**src/rtl/cache_tag_pkg.sv**
```systemverilog
// Shared widths, log2 helper and sweep/run state encoding for the cache tag tables.
package cache_tag_pkg;

  function automatic int unsigned CLOG2(input int unsigned v);
    int unsigned r;
    r = 0;
    for (int i = 0; i < 32; i++) begin
      if ((64'd1 << i) < 64'(v)) r = 32'(i + 1);
    end
    return r;
  endfunction

  function automatic int unsigned bw_way(input int unsigned assoc);
    return CLOG2(assoc);
  endfunction

  function automatic int unsigned bw_set(input int unsigned capacity, input int unsigned assoc);
    return CLOG2(capacity / assoc);
  endfunction

  function automatic int unsigned bw_cache_addr(input int unsigned capacity,
                                                input int unsigned assoc);
    return bw_set(capacity, assoc) + bw_way(assoc);
  endfunction

  function automatic int unsigned bw_tag(input int unsigned addr_space, input int unsigned wpb,
                                         input int unsigned capacity, input int unsigned assoc);
    return addr_space - CLOG2(wpb) - bw_set(capacity, assoc);
  endfunction

  typedef enum logic {
    ST_INIT = 1'b0,
    ST_RUN  = 1'b1
  } tag_state_e;

endpackage

```
**src/rtl/identity_comparator.sv**
```systemverilog
// Equality compare of two equal-width words.
module identity_comparator #(
  parameter int unsigned WIDTH = 8
) (
  input  logic [WIDTH-1:0] a_i,
  input  logic [WIDTH-1:0] b_i,
  output logic             equal_c
);

  assign equal_c = (a_i == b_i);

endmodule

```
**src/rtl/tag_way_select.sv**
```systemverilog
// Per-set way choice: lowest matching way on a hit, else lowest invalid way, else rr_ptr.
module tag_way_select
  import cache_tag_pkg::*;
#(
  parameter int unsigned N_WAYS = 4,
  localparam int unsigned BW_WAY = CLOG2(N_WAYS)
) (
  input  logic [N_WAYS-1:0] match_i,
  input  logic [N_WAYS-1:0] valid_i,
  input  logic [BW_WAY-1:0] rr_ptr_i,
  output logic              hit_c,
  output logic [BW_WAY-1:0] hit_way_c,
  output logic [BW_WAY-1:0] victim_way_c
);

  logic any_invalid;

  // Scan from the top so the lowest index wins.
  always_comb begin
    hit_c        = 1'b0;
    hit_way_c    = '0;
    any_invalid  = 1'b0;
    victim_way_c = rr_ptr_i;
    for (int w = N_WAYS - 1; w >= 0; w--) begin
      if (match_i[w]) begin
        hit_c     = 1'b1;
        hit_way_c = BW_WAY'(w);
      end
      if (!valid_i[w]) begin
        any_invalid  = 1'b1;
        victim_way_c = BW_WAY'(w);
      end
    end
    if (!any_invalid) victim_way_c = rr_ptr_i;
  end

endmodule

```
**src/rtl/tag_lookup_table_sa.sv**
```systemverilog
// N-way set-associative tag table with registered lookup and victim selection.
// Define TAG_LOOKUP_DIRTY_EN to store per-entry dirty bits and report them on dirty_o.
module tag_lookup_table_sa
  import cache_tag_pkg::*;
#(
  parameter int unsigned BW_ADDR_SPACE        = 16,
  parameter int unsigned CACHE_BLOCK_CAPACITY = 16,
  parameter int unsigned WORDS_PER_BLOCK      = 4,
  parameter int unsigned ASSOCIATIVITY        = 4,
  localparam int unsigned BW_WAY        = bw_way(ASSOCIATIVITY),
  localparam int unsigned BW_SET        = bw_set(CACHE_BLOCK_CAPACITY, ASSOCIATIVITY),
  localparam int unsigned BW_CACHE_ADDR = bw_cache_addr(CACHE_BLOCK_CAPACITY, ASSOCIATIVITY),
  localparam int unsigned BW_TAG        = bw_tag(BW_ADDR_SPACE, WORDS_PER_BLOCK,
                                                 CACHE_BLOCK_CAPACITY, ASSOCIATIVITY),
  localparam int unsigned BW_BLOCK      = BW_TAG + BW_SET
) (
  input  logic                     clock_i,
  input  logic                     reset_i,
  output logic                     init_busy_o,
  input  logic                     search_valid_i,
  input  logic [BW_BLOCK-1:0]      search_block_i,
  output logic                     result_valid_o,
  output logic                     hit_o,
  output logic [BW_CACHE_ADDR-1:0] addr_o,
  output logic                     dirty_o,
  input  logic                     wren_i,
  input  logic                     rmen_i,
  input  logic                     dirty_set_i,
  input  logic [BW_TAG-1:0]        tag_write_i,
  input  logic [BW_CACHE_ADDR-1:0] addr_i,
  output logic [BW_TAG-1:0]        tag_o
);

  localparam int unsigned N_SETS = CACHE_BLOCK_CAPACITY / ASSOCIATIVITY;

  logic [BW_TAG-1:0]        tag_mem [N_SETS][ASSOCIATIVITY];
  logic [ASSOCIATIVITY-1:0] valid_q [N_SETS];
  logic [BW_WAY-1:0]        rr_ptr_q [N_SETS];

  tag_state_e        state_q, state_d;
  logic [BW_SET-1:0] set_cnt_q, set_cnt_d;
  logic              init_busy_q, init_busy_d;

  logic                     result_valid_q, hit_q;
  logic [BW_CACHE_ADDR-1:0] addr_q;

  logic [BW_SET-1:0] srch_set, wr_set;
  logic [BW_TAG-1:0] srch_tag;
  logic [BW_WAY-1:0] wr_way, hit_way, victim_way, res_way;
  logic              run, search_acc, sel_hit;
  logic [ASSOCIATIVITY-1:0] tag_eq, way_valid, way_match;

  assign srch_set   = search_block_i[BW_SET-1:0];
  assign srch_tag   = search_block_i[BW_BLOCK-1:BW_SET];
  assign wr_set     = addr_i[BW_CACHE_ADDR-1:BW_WAY];
  assign wr_way     = addr_i[BW_WAY-1:0];
  assign run        = (state_q == ST_RUN);
  assign search_acc = run && search_valid_i;

  // Sweep sequencing: one set cleared per cycle, then run.
  always_comb begin
    state_d     = state_q;
    set_cnt_d   = set_cnt_q;
    init_busy_d = init_busy_q;
    if (state_q == ST_INIT) begin
      set_cnt_d   = set_cnt_q + BW_SET'(1);
      init_busy_d = 1'b1;
      if (set_cnt_q == BW_SET'(N_SETS - 1)) begin
        state_d     = ST_RUN;
        init_busy_d = 1'b0;
      end
    end
  end

  always_ff @(posedge clock_i) begin
    if (reset_i) begin
      state_q     <= ST_INIT;
      set_cnt_q   <= '0;
      init_busy_q <= 1'b1;
    end else begin
      state_q     <= state_d;
      set_cnt_q   <= set_cnt_d;
      init_busy_q <= init_busy_d;
    end
  end

  assign way_valid = valid_q[srch_set];
  assign way_match = tag_eq & way_valid;

  for (genvar w = 0; w < ASSOCIATIVITY; w++) begin : g_cmp
    identity_comparator #(.WIDTH(BW_TAG)) u_cmp (
      .a_i     (tag_mem[srch_set][w]),
      .b_i     (srch_tag),
      .equal_c (tag_eq[w])
    );
  end

  tag_way_select #(.N_WAYS(ASSOCIATIVITY)) u_sel (
    .match_i      (way_match),
    .valid_i      (way_valid),
    .rr_ptr_i     (rr_ptr_q[srch_set]),
    .hit_c        (sel_hit),
    .hit_way_c    (hit_way),
    .victim_way_c (victim_way)
  );

  assign res_way = sel_hit ? hit_way : victim_way;

  // Valid bits are only cleared by the sweep; pointers reset directly.
  always_ff @(posedge clock_i) begin
    if (reset_i) begin
      for (int s = 0; s < int'(N_SETS); s++) rr_ptr_q[s] <= '0;
    end else if (state_q == ST_INIT) begin
      valid_q[set_cnt_q] <= '0;
    end else begin
      if (rmen_i)      valid_q[wr_set][wr_way] <= 1'b0;
      else if (wren_i) valid_q[wr_set][wr_way] <= 1'b1;
      if (wren_i) rr_ptr_q[wr_set] <= rr_ptr_q[wr_set] + BW_WAY'(1);
    end
  end

  always_ff @(posedge clock_i) begin
    if (!reset_i && run && wren_i && !rmen_i) tag_mem[wr_set][wr_way] <= tag_write_i;
  end

`ifdef TAG_LOOKUP_DIRTY_EN
  logic [ASSOCIATIVITY-1:0] dirty_mem [N_SETS];
  logic                     dirty_q;

  always_ff @(posedge clock_i) begin
    if (!reset_i) begin
      if (state_q == ST_INIT)  dirty_mem[set_cnt_q] <= '0;
      else if (rmen_i)         dirty_mem[wr_set][wr_way] <= 1'b0;
      else if (wren_i)         dirty_mem[wr_set][wr_way] <= dirty_set_i;
      else if (dirty_set_i && valid_q[wr_set][wr_way])
                               dirty_mem[wr_set][wr_way] <= 1'b1;
    end
  end

  always_ff @(posedge clock_i) begin
    if (reset_i)         dirty_q <= 1'b0;
    else if (search_acc) dirty_q <= dirty_mem[srch_set][res_way];
  end

  assign dirty_o = dirty_q;
`else
  logic unused_dirty_set;
  assign unused_dirty_set = dirty_set_i;
  assign dirty_o          = 1'b0;
`endif

  // Lookup result register; hit/addr hold between strobes.
  always_ff @(posedge clock_i) begin
    if (reset_i) begin
      result_valid_q <= 1'b0;
      hit_q          <= 1'b0;
      addr_q         <= '0;
    end else begin
      result_valid_q <= search_acc;
      if (search_acc) begin
        hit_q  <= sel_hit;
        addr_q <= {srch_set, res_way};
      end
    end
  end

  assign init_busy_o    = init_busy_q;
  assign result_valid_o = result_valid_q;
  assign hit_o          = hit_q;
  assign addr_o         = addr_q;
  assign tag_o          = tag_mem[wr_set][wr_way];

endmodule

```
**config.mk**
```make
export PLATFORM = sky130hd
export DESIGN_NAME = tag_lookup_table_sa
export DESIGN_NICKNAME = d
export VERILOG_FILES = /design/src/rtl/cache_tag_pkg.sv /design/src/rtl/identity_comparator.sv /design/src/rtl/tag_way_select.sv /design/src/rtl/tag_lookup_table_sa.sv
export SDC_FILE = /design/constraint.sdc
export NUM_CORES = 1
export LEC_CHECK = 0
export ABC_CLOCK_PERIOD_IN_PS = 3500
export CORE_ASPECT_RATIO = 2
export CORE_UTILIZATION = 60
export DETAILED_ROUTE_END_ITERATION = 16
export GPL_TIMING_DRIVEN = 0
export PLACE_DENSITY = 0.76
export SETUP_SLACK_MARGIN = 0.5
export SLEW_MARGIN = 30
export SYNTH_ARGS = -nofsm -noshare
export SYNTH_HDL_FRONTEND = slang
export SYNTH_SLANG_ARGS = --single-unit
```
**constraint.sdc**
```tcl
create_clock -name clock_i -period 3.5 [get_ports clock_i]
set_input_delay 0.525 -clock clock_i [delete_from_list [all_inputs] [get_ports clock_i]]
set_output_delay 0.525 -clock clock_i [all_outputs]
set_load 0.05 [all_outputs]
```
### Cell placement

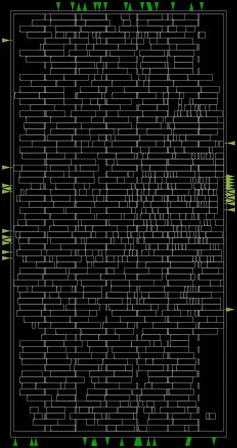
Final Core Density: 71.2%
TAP cells: 213
flop share of the area: 53.1%

### Signal metal coverage by tile

Scale bar: 20 µm. The die is cut into 19 by 38 equal tiles; dark purple is low, yellow is high, scaled to the fullest tile. Values are wire area over tile area, all layers added.
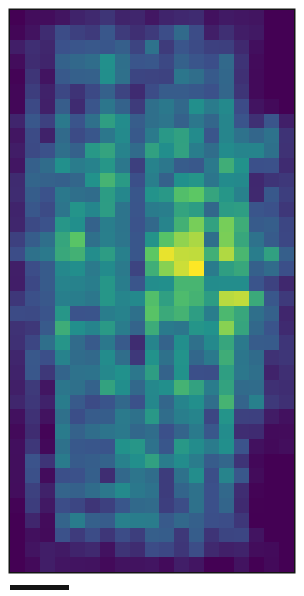
densest ninth of the die	centre
mean over tiles	0.29
fullest tile	0.95
nearly empty tiles	6.1%
tiles over half the peak	14%

==> impl_metrics.yaml <==
# implementation run metrics
route:
  wl_met2_mm: 16.4
  maxUsedRoutingLayer: "met4"
  via_per_inst: 7.22
  detail-route-antenna-nets: 0
  dr.pass1.iters: 7
  drt_wl_total_mm: 30.7
  drc: 0
synthesis:
  top_cell_area_share_pct: 60.0
  avgSynthCellArea_um2: 17.8
  synthMostInstantiatedCell: "edfxtp_1"
  ys_area_um2: 10800
  ys_cells: 606
  simple_gate_area_share_pct: 5.33
  area_leaders: "edfxtp_1 (60%), mux4_2 (23%), xnor2_1 (3.6%)"
  syn_area_um2: 10800
  compound_area_share_pct: 1.92
  fa_ha_area_share_pct: 0.116
  synth_seq_share_pct: 61.8
  ys.flops: 226
finish:
  drive_gt1_share_pct: 32.3
  layout_top_cells: "edfxtp_1 (216), mux4_2 (112), xnor2_1 (45)"
  lay_top_count: "edfxtp_1"
  antennaDiodeCount: 0
placed_design:
  hpwl_mm: 20.6
  io_buffer_count: 36
  dpl.cell_count: 859
worst_hold_path:
  hp-start: "init_busy_o$_SDFFE_PP1N_"
  hold_class: "register to register"
cts:
  clock-root-buffer: "clkbuf_16"
  cts.path.max_buffers: 3
  clock-sinks: 226
  cts.clk_slew.worst_paths_ns: 0.06
  insertion_delay_ns: 0.52
setup_path:
  reg2reg_slack_ns: 0.34
  crit-reg2reg-launch: "run$_SDFF_PP0_"
  r2r-end: "tag_mem[0][47]$_DFFE_PP_"
  startpoint_type: "register"
timing:
  maxSlewHeadroom_pct: 36.7
  fin_crit_ns: 3.16
  skew_ns: 0.0102
  slew_violations: 0
  fmax_mhz: 317
floorplan:
  fp-row-count: 69
  dieArea_um2: 18600
  coreArea_um2: 17700
  die-height_um: 192
global_routing:
  grt_pass1_vias: 6805
pwr:
  finalPower_mw: 6.13
  p_seq_share_pct: 49.1
run_status:
  outcome: "finished, final reports clean"
### Where the registers sit

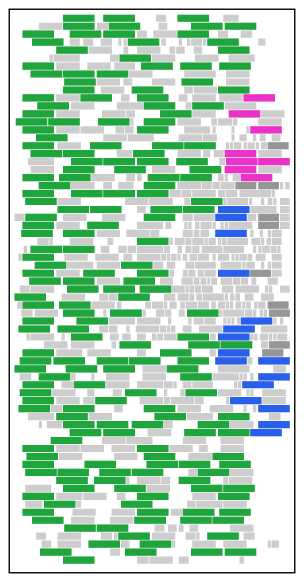
colour	netlist name	flops
blue	valid_q	16
magenta	rr_ptr_q	8
green	tag_mem	192
not coloured	10
Sequential Power: 3.01 mW
register area: 6690 µm²

==> critical path, stage by stage (launching register included) <==
cell and delay, ns:
dfxtp_1 0.32, clkbuf_1 0.39, nand2_1 0.31, nor3_1 0.55, nand2_1 0.39, nor2_2 0.68
buf_6 0.23
==> flip-flops by register name (all words and copies together), names as in the netlist <==
register        count
tag_mem           192
valid_q            16
rr_ptr_q            8
addr_o              4
set_cnt_q           2
hit_o               1
init_busy_o         1
result_valid_o      1
run                 1
==> metrics by stage <==
step / worst slack, ns / utilization (%) / hold slack, ns / area (µm²)
after floorplan: 0.577 / - / 0.545 / 10800
after global placement: -0.769 / 64.6 / 0.438 / 11400
after detailed placement: -0.587 / 65.4 / 0.443 / 11600
after CTS: 0.496 / 70.4 / 0.451 / 12500
after global routing: 0.290 / 71.2 / 0.481 / 12600
final: 0.342 / 71.2 / 0.451 / 12600
==> kinds of logic (layout without fill, tap and decap cells) <==
| family | Yosys count | in the layout |
|---|---|---|
| AND-OR/OR-AND | 30 | 30 |
| XOR/XNOR | 46 | 46 |
| adder cells (fa/ha/maj) | 1 | 1 |
| buffers and inverters | 59 | 147 |
| flip-flops | 226 | 226 |
| multiplexers | 122 | 122 |
| other | 1 | 1 |
| AND/OR/NAND/NOR | 121 | 121 |
==> worst min-delay path by stage <==
stage | end | cells after the start
after floorplan | set_cnt_q[1]$_SDFFE_PP0N_ | 2
after global placement | init_busy_o$_SDFFE_PP1N_ | 2
after detailed placement | init_busy_o$_SDFFE_PP1N_ | 2
after CTS | init_busy_o$_SDFFE_PP1N_ | 2
after global routing | init_busy_o$_SDFFE_PP1N_ | 2
final | init_busy_o$_SDFFE_PP1N_ | 2
==> repair_timing <==
action | in CTS | in global routing
endpoints found under the hold margin | 0 | 0
pin swaps | 2 | 6
setup endpoints to repair | 60 | 152
resized | 69 | 4
hold buffers | 0 | 0
setup buffers | 5 | 6
==> power groups by stage <==
stage          Combinational [mW]  Sequential [mW]  Clock [mW]
2_1_floorplan               0.436             3.07           0
3_3_place_gp                0.663             3.06           0
3_5_place_dp                0.682             3.06           0
4_1_cts                     0.692             3.01        2.42
5_1_grt                     0.735             3.01        2.51
6_report                    0.704             3.01        2.41
==> per-layer routing <==
metal	vias to the layer above	global-route usage [%]
li1	2606	-
met1	3314	37.2
met2	485	61.4
met3	147	5.90
met4	0	20.3
met5	-	0
==> area by class of cell <==
| cell class | instances | area (µm²) |
|---|---|---|
| Sequential cell | 226 | 6690 |
| Fill cell | 1050 | 5100 |
| Multi-Input combinational cell | 321 | 3920 |
| Timing Repair Buffer | 51 | 609 |
| Clock buffer | 24 | 537 |
| Buffer | 48 | 354 |
| Tap cell | 213 | 267 |
| Clock inverter | 13 | 180 |
| Inverter | 11 | 41.3 |
Power and IR drop assume default switching activity.
